<file path="src/rtl/n_to_1_aging_arbiter_pkg.sv">
// Shared flit format and arbiter type definitions.
package n_to_1_aging_arbiter_pkg;

    localparam int FLIT_SIZE  = 16;
    localparam int HEADER_LEN = 2;

    localparam logic [HEADER_LEN-1:0] BODY_FLIT   = 2'b00;
    localparam logic [HEADER_LEN-1:0] TAIL_FLIT   = 2'b01;
    localparam logic [HEADER_LEN-1:0] HEAD_FLIT   = 2'b10;
    localparam logic [HEADER_LEN-1:0] SINGLE_FLIT = 2'b11;

    // Priority field sits directly below the header.
    localparam int CMP_POS = 13;
    localparam int CMP_LEN = 4;

    typedef enum logic [HEADER_LEN-1:0] {
        FT_BODY   = 2'b00,
        FT_TAIL   = 2'b01,
        FT_HEAD   = 2'b10,
        FT_SINGLE = 2'b11
    } flit_type_t;

    typedef enum logic {
        IDLE   = 1'b0,
        LOCKED = 1'b1
    } arb_state_t;

    function automatic flit_type_t flit_type(input logic [FLIT_SIZE-1:0] f);
        return flit_type_t'(f[FLIT_SIZE-1 -: HEADER_LEN]);
    endfunction

endpackage

</file>
<file path="src/rtl/n_to_1_aging_arbiter_fifo.sv">
// Per-input flit FIFO; head is the oldest entry, valid whenever !empty.
module flit_fifo #(
    parameter int DEPTH     = 2,
    parameter int FLIT_SIZE = 16
) (
    input  logic                 clk,
    input  logic                 rst,
    input  logic                 push,
    input  logic                 pop,
    input  logic [FLIT_SIZE-1:0] din,
    output logic                 full,
    output logic                 empty,
    output logic [FLIT_SIZE-1:0] head
);

    localparam int PW = (DEPTH > 1) ? $clog2(DEPTH) : 1;
    localparam int CW = $clog2(DEPTH + 1);

    logic [FLIT_SIZE-1:0] mem [DEPTH];
    logic [PW-1:0]        wr_ptr;
    logic [PW-1:0]        rd_ptr;
    logic [CW-1:0]        count;

    function automatic logic [PW-1:0] ptr_next(input logic [PW-1:0] p);
        return (p == PW'(DEPTH - 1)) ? '0 : p + PW'(1);
    endfunction

    assign full  = (count == CW'(DEPTH));
    assign empty = (count == '0);
    assign head  = mem[rd_ptr];

    // Storage array; contents are don't-care while empty, so no reset.
    always_ff @(posedge clk) begin
        if (push) mem[wr_ptr] <= din;
    end

    // Pointer and occupancy tracking; push and pop may coincide.
    always_ff @(posedge clk or posedge rst) begin
        if (rst) begin
            wr_ptr <= '0;
            rd_ptr <= '0;
            count  <= '0;
        end else begin
            if (push) wr_ptr <= ptr_next(wr_ptr);
            if (pop)  rd_ptr <= ptr_next(rd_ptr);
            case ({push, pop})
                2'b10:   count <= count + CW'(1);
                2'b01:   count <= count - CW'(1);
                default: count <= count;
            endcase
        end
    end

endmodule

</file>
<file path="src/rtl/n_to_1_aging_arbiter.sv">
// N-input wormhole flit arbiter: priority + aging + round-robin selection,
// per-input FIFOs, orphan BODY/TAIL flit removal.
module n_to_1_aging_arbiter
    import n_to_1_aging_arbiter_pkg::*;
#(
    parameter int N     = 6,
    parameter int DEPTH = 2,
    parameter int AGE_W = 4,
    parameter int MODE  = 0
) (
    input  logic                   clk,
    input  logic                   rst,
    input  logic [FLIT_SIZE*N-1:0] in,
    input  logic [N-1:0]           in_valid,
    output logic [N-1:0]           in_avail,
    output logic [FLIT_SIZE-1:0]   out,
    output logic                   out_valid,
    input  logic                   out_avail,
    output logic [$clog2(N)-1:0]   out_sel,
    output logic                   locked,
    output logic                   err_orphan
);

    localparam int SW = $clog2(N);
    localparam logic [AGE_W-1:0] AGE_MAX = '1;

    logic [FLIT_SIZE-1:0] head [N];
    logic [CMP_LEN-1:0]   prio [N];
    logic [AGE_W-1:0]     age  [N];
    logic [N-1:0]         full, empty, push, pop, cand, orphan, orphan_pop;

    arb_state_t  state;
    logic [SW-1:0] sel_reg, rr_ptr, winner, cur_sel, idx;
    logic [SW:0]   idx_full;
    logic          held, found, found_aged, orphan_found, xfer;
    logic [CMP_LEN-1:0] best;
    flit_type_t    sel_type;

    for (genvar i = 0; i < N; i++) begin : g_lane
        flit_fifo #(.DEPTH(DEPTH), .FLIT_SIZE(FLIT_SIZE)) u_fifo (
            .clk   (clk),
            .rst   (rst),
            .push  (push[i]),
            .pop   (pop[i]),
            .din   (in[FLIT_SIZE*i +: FLIT_SIZE]),
            .full  (full[i]),
            .empty (empty[i]),
            .head  (head[i])
        );
        assign cand[i]     = !empty[i] && (flit_type(head[i]) == FT_HEAD ||
                                           flit_type(head[i]) == FT_SINGLE);
        assign orphan[i]   = !empty[i] && (flit_type(head[i]) == FT_BODY ||
                                           flit_type(head[i]) == FT_TAIL);
        assign prio[i]     = head[i][CMP_POS -: CMP_LEN];
        assign in_avail[i] = !full[i] || pop[i];
        assign push[i]     = in_valid[i] && in_avail[i];
    end

    // Winner search in round-robin order starting at rr_ptr; a saturated age
    // pre-empts priority, otherwise strict '>' keeps the earliest of equals.
    always_comb begin
        winner     = rr_ptr;
        found      = 1'b0;
        found_aged = 1'b0;
        best       = '0;
        idx_full   = '0;
        idx        = '0;
        for (int k = 0; k < N; k++) begin
            idx_full = {1'b0, rr_ptr} + (SW+1)'(k);
            if (idx_full >= (SW+1)'(N)) idx_full = idx_full - (SW+1)'(N);
            idx = idx_full[SW-1:0];
            if (cand[idx]) begin
                if (MODE == 0 && age[idx] == AGE_MAX && !found_aged) begin
                    winner     = idx;
                    found_aged = 1'b1;
                end else if (!found_aged &&
                             (!found || (MODE == 0 && prio[idx] > best))) begin
                    winner = idx;
                    best   = prio[idx];
                    found  = 1'b1;
                end
            end
        end
    end

    // Selection is frozen while locked or while a stalled offer is pending.
    always_comb begin
        cur_sel = sel_reg;
        if (state == IDLE && !held && |cand) cur_sel = winner;
    end

    assign out_sel   = cur_sel;
    assign out_valid = (state == LOCKED) ? !empty[cur_sel] : cand[cur_sel];
    assign out       = out_valid ? head[cur_sel] : '0;
    assign sel_type  = flit_type(head[cur_sel]);
    assign xfer      = out_valid && out_avail;
    assign locked    = (state == LOCKED) || (out_valid && sel_type == FT_HEAD);

    // Pop the granted lane plus at most one orphan head (lowest index) in IDLE.
    always_comb begin
        orphan_pop   = '0;
        orphan_found = 1'b0;
        if (state == IDLE) begin
            for (int i = 0; i < N; i++) begin
                if (orphan[i] && !orphan_found) begin
                    orphan_pop[i] = 1'b1;
                    orphan_found  = 1'b1;
                end
            end
        end
        pop = orphan_pop;
        if (xfer) pop[cur_sel] = 1'b1;
    end

    // Arbitration FSM: grant bookkeeping, wormhole lock and orphan pulse.
    always_ff @(posedge clk or posedge rst) begin
        if (rst) begin
            state      <= IDLE;
            sel_reg    <= '0;
            held       <= 1'b0;
            rr_ptr     <= '0;
            err_orphan <= 1'b0;
        end else begin
            err_orphan <= |orphan_pop;
            case (state)
                IDLE: begin
                    if (|cand) begin
                        sel_reg <= cur_sel;
                        if (xfer) begin
                            held   <= 1'b0;
                            rr_ptr <= (cur_sel == SW'(N - 1)) ? '0 : cur_sel + SW'(1);
                            if (sel_type == FT_HEAD) state <= LOCKED;
                        end else begin
                            held <= 1'b1;
                        end
                    end
                end
                LOCKED: begin
                    if (xfer && sel_type == FT_TAIL) state <= IDLE;
                end
                default: state <= IDLE;
            endcase
        end
    end

    // Age counters: granted lane clears, every other waiting candidate saturates up.
    always_ff @(posedge clk or posedge rst) begin
        if (rst) begin
            for (int i = 0; i < N; i++) age[i] <= '0;
        end else begin
            for (int i = 0; i < N; i++) begin
                if (cand[i]) begin
                    if (state == IDLE && xfer && cur_sel == SW'(i))
                        age[i] <= '0;
                    else if (age[i] != AGE_MAX)
                        age[i] <= age[i] + AGE_W'(1);
                end
            end
        end
    end

endmodule

</file>
<file path="config.mk">
export PLATFORM = sky130hd
export DESIGN_NAME = n_to_1_aging_arbiter
export DESIGN_NICKNAME = d
export VERILOG_FILES = /design/src/rtl/n_to_1_aging_arbiter_pkg.sv /design/src/rtl/n_to_1_aging_arbiter_fifo.sv /design/src/rtl/n_to_1_aging_arbiter.sv
export SDC_FILE = /design/constraint.sdc
export NUM_CORES = 1
export LEC_CHECK = 0
export CAP_MARGIN = 20
export CELL_PAD_IN_SITES_DETAIL_PLACEMENT = 1
export CELL_PAD_IN_SITES_GLOBAL_PLACEMENT = 2
export CORE_MARGIN = 8
export CORE_UTILIZATION = 42
export DETAILED_ROUTE_END_ITERATION = 6
export PLACE_DENSITY = 0.95
export SKIP_LAST_GASP = 1
export SYNTH_ARGS = -nofsm -noshare
export SYNTH_HDL_FRONTEND = slang
export SYNTH_SLANG_ARGS = --single-unit
</file>
<file path="constraint.sdc">
create_clock -name clk -period 41 [get_ports clk]
set_input_delay 6.15 -clock clk [delete_from_list [all_inputs] [get_ports clk]]
set_output_delay 6.15 -clock clk [all_outputs]
set_load 0.02 [all_outputs]
</file>
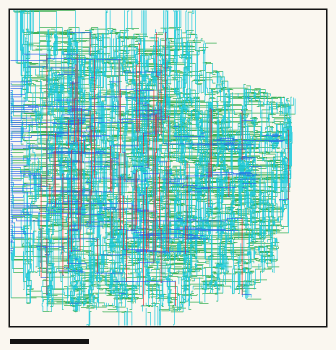
run_1/metal_stack.png
Bar = 50 um.
met3: marked blue, wire length 3080 um. met4: marked red, wire length 2600 um. met1: marked green, wire length 21.0 mm. met2: marked cyan, wire length 26.2 mm.
via count: 12100
final wirelength: 52900 um

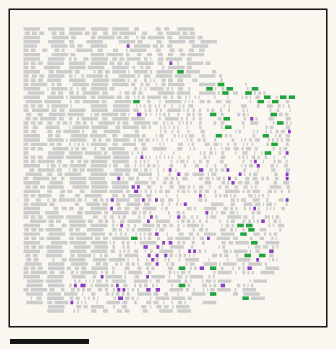
run_1/gate_families.png
Bar = 50 um.
adder and majority cells: marked green, cells 35, most used ha_1. AND and OR gates: marked purple, cells 65, most used and3_1.
Top cell excl fill/tap: edfxtp_1
Non-Filler Instances: 1919

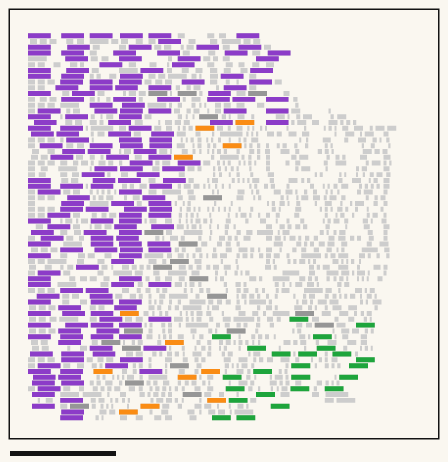
run_1/registers.png
Bar = 50 um. Other sequential cells in the stronger gray, the rest of the logic in the fainter gray.
g_lane.u_fifo.count: marked orange, placed flops 12. g_lane.u_fifo.mem: marked purple, placed flops 192. age: marked green, placed flops 24.
Another 21 sequential cells are not colored.
sequential fraction of total cell area: 0.423
Final Util: 0.506
Seq. cell area: 7190 um^2

==> summary.txt, run 1 <==
impl run done, here's what came out: outcome=finished clean, Setup crit end kind=primary output, Synth flops=249, Unique cell types=94, critical path peak fanout=57, Signal inverters=31, post-synthesis sequential area ratio=0.500, DIE AREA=40400 um^2, Non-clock buffering overhead=0.0860, Yosys warning count=0, ys cells=1333, CTS HTree Levels=1, DRT met1 WL=21000 um, logic area=6810 um^2, Relative slew margins=0.293, Crit path top cell by count=o21ai_0, Core Region=33600 um^2, Synth top cell by count=edfxtp_1, initial drt markers=1035, Slowest cell on crit path=ha_1, vias per inst=6.30, ys async rst share=0.229, Reg2Reg Launch Point=rr_ptr[0], RSZ-0062 raised after global routing=false, layout cells sized above 1=0.0877, FF-to-FF End=g_lane[1].u_fifo.mem[1][2], CTS Buf Count=26, hold violation count in the final report=0, Mapped Nets=1473, Most common reg cell=edfxtp_1, Seq cells=249, DR top layer=met4, Reg with most FFs=g_lane.u_fifo.mem, WP buf/inv=8, CP Launch Type=flop, Sink Count=249, root buf cell=clkbuf_16, CTS tree=built, cts hold-fix bufs=0, clk_buf instances=30, Final period util=0.539, met3 WL post-DR=3080 um, antenna-violating nets left=0, largest class=flip-flops and latches, number of signal-net buffers in the layout=151, Log Warnings=30, io pins=133, Hold Startpoint=g_lane[0].u_fifo.wr_ptr, Complex Gates by Area=0.170, Worst-Skew Late Latency=550 ps, Yosys chip area=14400 um^2, Worst-Margin Slew=1060 ps, Wirelength per Cell=27.6 um, # Max-Cap Violations=0, Cells after DPL=1871, Cell area leaders=edfxtp_1 40%, dfrtp_1 9.9%, mux2i_1 7.8%, nor2_1 3.3%, ha_1 3.0%, Worst Hold Endpoint=g_lane[0].u_fifo.wr_ptr, Well-Tap Cells=448, WHS=509 ps, main logic family after synthesis=AND-OR/OR-AND gates, PortBufs=132, met2 Usage GRT=0.438, multi-input gate count=992, met2 wire len=26200 um, Register-to-Register Path Depth=62, post-route setup slack=18890 ps, crit path from=rr_ptr[0]
## Run 2: what changed since run 1
- CORE_UTILIZATION: 42 -> 35
- PLACE_DENSITY: 0.95 -> 0.88
- clock period: 41 -> 18.7 ns (I/O delays scaled with it)
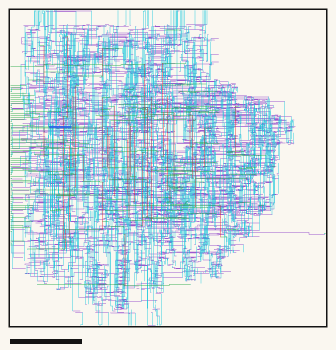
run_2/metal_stack.png
Bar = 50 um.
met5: marked blue, wire length 13.8 um. met2: marked cyan, wire length 24.3 mm. met1: marked purple, wire length 21.0 mm. met3: marked green, wire length 2630 um. met4: marked red, wire length 1490 um.
via count: 11700
final wirelength: 49500 um
Wirelength per Cell: 24.6 um
GRT Total Usage: 0.201

==> run 2 against run 1 <==
Net effect:
- clock-buffer cell count stayed put
- core utilization is 8.2 points lower
- synthesized cell count stayed put
- sequential cell count stayed put
- die area is 18% higher
- sequential share of layout area is 0.60 points lower
- worst hold slack worse by 5.2 ps
- register-to-register slack worse by 21000 ps
- final area is 1.4% higher
- clock skew is 4.7 ps lower
- critical path type unchanged
- critical endpoint is now out[11]
- largest cell class unchanged
==> summary.txt, run 2 <==
impl run done, here's what came out: outcome=finished clean, initial drt markers=866, Worst-Margin Slew=1060 ps, Log Warnings=30, met2 Usage GRT=0.346, ys async rst share=0.229, Slowest cell on crit path=clkdlybuf4s50_1, met3 WL post-DR=2630 um, met2 wire len=24300 um, Unique cell types=94, Non-Filler Instances=2016, Synth top cell by count=edfxtp_1, DR top layer=met5, Setup crit end kind=primary output, CTS tree=built, Top cell excl fill/tap=edfxtp_1, Reg2Reg Launch Point=rr_ptr[1], DRT met1 WL=21000 um, Most common reg cell=edfxtp_1, RSZ-0062 raised after global routing=false, Yosys chip area=14400 um^2, Seq. cell area=7190 um^2, logic area=6850 um^2, post-synthesis sequential area ratio=0.500, Register-to-Register Path Depth=60, Yosys warning count=0, sequential fraction of total cell area=0.417, Seq cells=249, Hold Startpoint=g_lane[0].u_fifo.wr_ptr, Core Region=40700 um^2, hold violation count in the final report=0, CTS HTree Levels=1, PortBufs=132, io pins=133, Sink Count=249, critical path peak fanout=19, Relative slew margins=0.292, Non-clock buffering overhead=0.0889, Cells after DPL=1961, root buf cell=clkbuf_16, vias per inst=5.81, Complex Gates by Area=0.170, Crit path top cell by count=o21ai_0
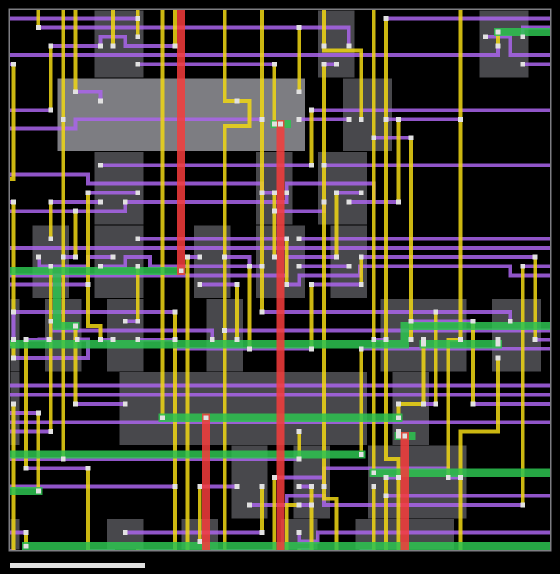
run_2/zoom.png
Bar = 5 um. Region (99, 143) to (119, 163) um. Cells in gray, sequential cells in the stronger gray; small squares are vias.
met3: marked green. met1: marked purple. met4: marked red. met2: marked yellow.
Netlist names of flops here include g_lane.u_fifo.count (1). Most frequent: nor2_1 (9), o21ai_0 (5). Sequential cells in the window: 1. 23 logic cells have their middle in the window.

## Run 3: what changed since run 2
- CTS_CLUSTER_DIAMETER: unset -> 50
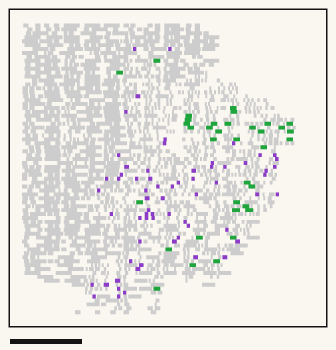
run_3/gate_families.png
Bar = 50 um.
AND and OR gates: marked purple, cells 65, most used and3_1. adder and majority cells: marked green, cells 35, most used ha_1.
Non-Filler Instances: 2022
combinational share of cell area: 0.395

==> run 3 against run 2 <==
Net effect:
- clock-buffer cell count up 6
- largest cell class unchanged
- fmax decreased by 0.38%
- final area rose by 0.36%
==> summary.txt, run 3 <==
impl run done, here's what came out: Synth top cell by count=edfxtp_1, DRT met1 WL=21100 um, Final period util=0.943, Mux area share=0.103, DIE AREA=47900 um^2, Register-to-Register Path Depth=60, CTS HTree Levels=1, # Max-Cap Violations=0, DR top layer=met5, CTS tree=built, outcome=finished clean, multi-input gate count=993, Yosys warning count=0, Worst Hold Endpoint=g_lane[0].u_fifo.wr_ptr, critical path peak fanout=19, hold violation count in the final report=0, logic area=6850 um^2, number of signal-net buffers in the layout=160, CTS Buf Count=30, post-route setup slack=1060 ps, met2 wire len=24300 um, Setup crit end kind=primary output, Mapped Nets=1473, Crit path top cell by count=o21ai_0, Reg with most FFs=g_lane.u_fifo.mem, clk_buf instances=36, Signal inverters=31, Log Warnings=30, Most common reg cell=edfxtp_1, sequential fraction of total cell area=0.415, Sink Count=249, layout cells sized above 1=0.103, Non-clock buffering overhead=0.0886, Cells after DPL=1961, initial drt markers=894, ys async rst share=0.229, main logic family after synthesis=AND-OR/OR-AND gates, Worst-Margin Slew=1050 ps, Reg2Reg Launch Point=rr_ptr[1], largest class=flip-flops and latches, WP buf/inv=7, Unique cell types=94, vias per inst=5.82, post-synthesis sequential area ratio=0.500, final wirelength=49500 um, FF-to-FF End=g_lane[3].u_fifo.mem[1][12], Slowest cell on crit path=clkdlybuf4s50_1, CP Launch Type=flop, antenna-violating nets left=0, ys cells=1333, Hold Startpoint=g_lane[0].u_fifo.wr_ptr, met3 WL post-DR=2640 um, Wirelength per Cell=24.5 um, Seq cells=249, via count=11800, Top cell excl fill/tap=edfxtp_1, Well-Tap Cells=532, Seq. cell area=7190 um^2, Relative slew margins=0.299, Cell area leaders=edfxtp_1 40%, dfrtp_1 9.9%, mux2i_1 7.8%, nor2_1 3.3%, ha_1 3.0%, root buf cell=clkbuf_16, io pins=133, Yosys chip area=14400 um^2, Worst-Skew Late Latency=570 ps, PortBufs=132
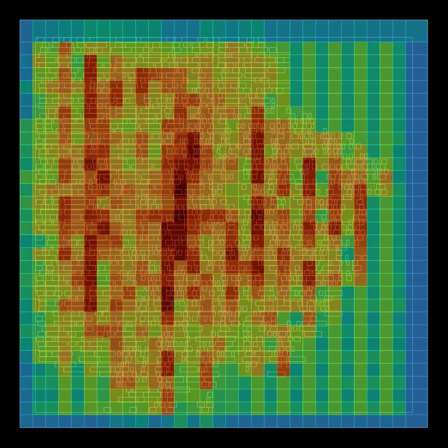
run_3/final_congestion.png
met2 Usage GRT: 0.347
Final Util: 0.425
met3 Use GR: 0.0313

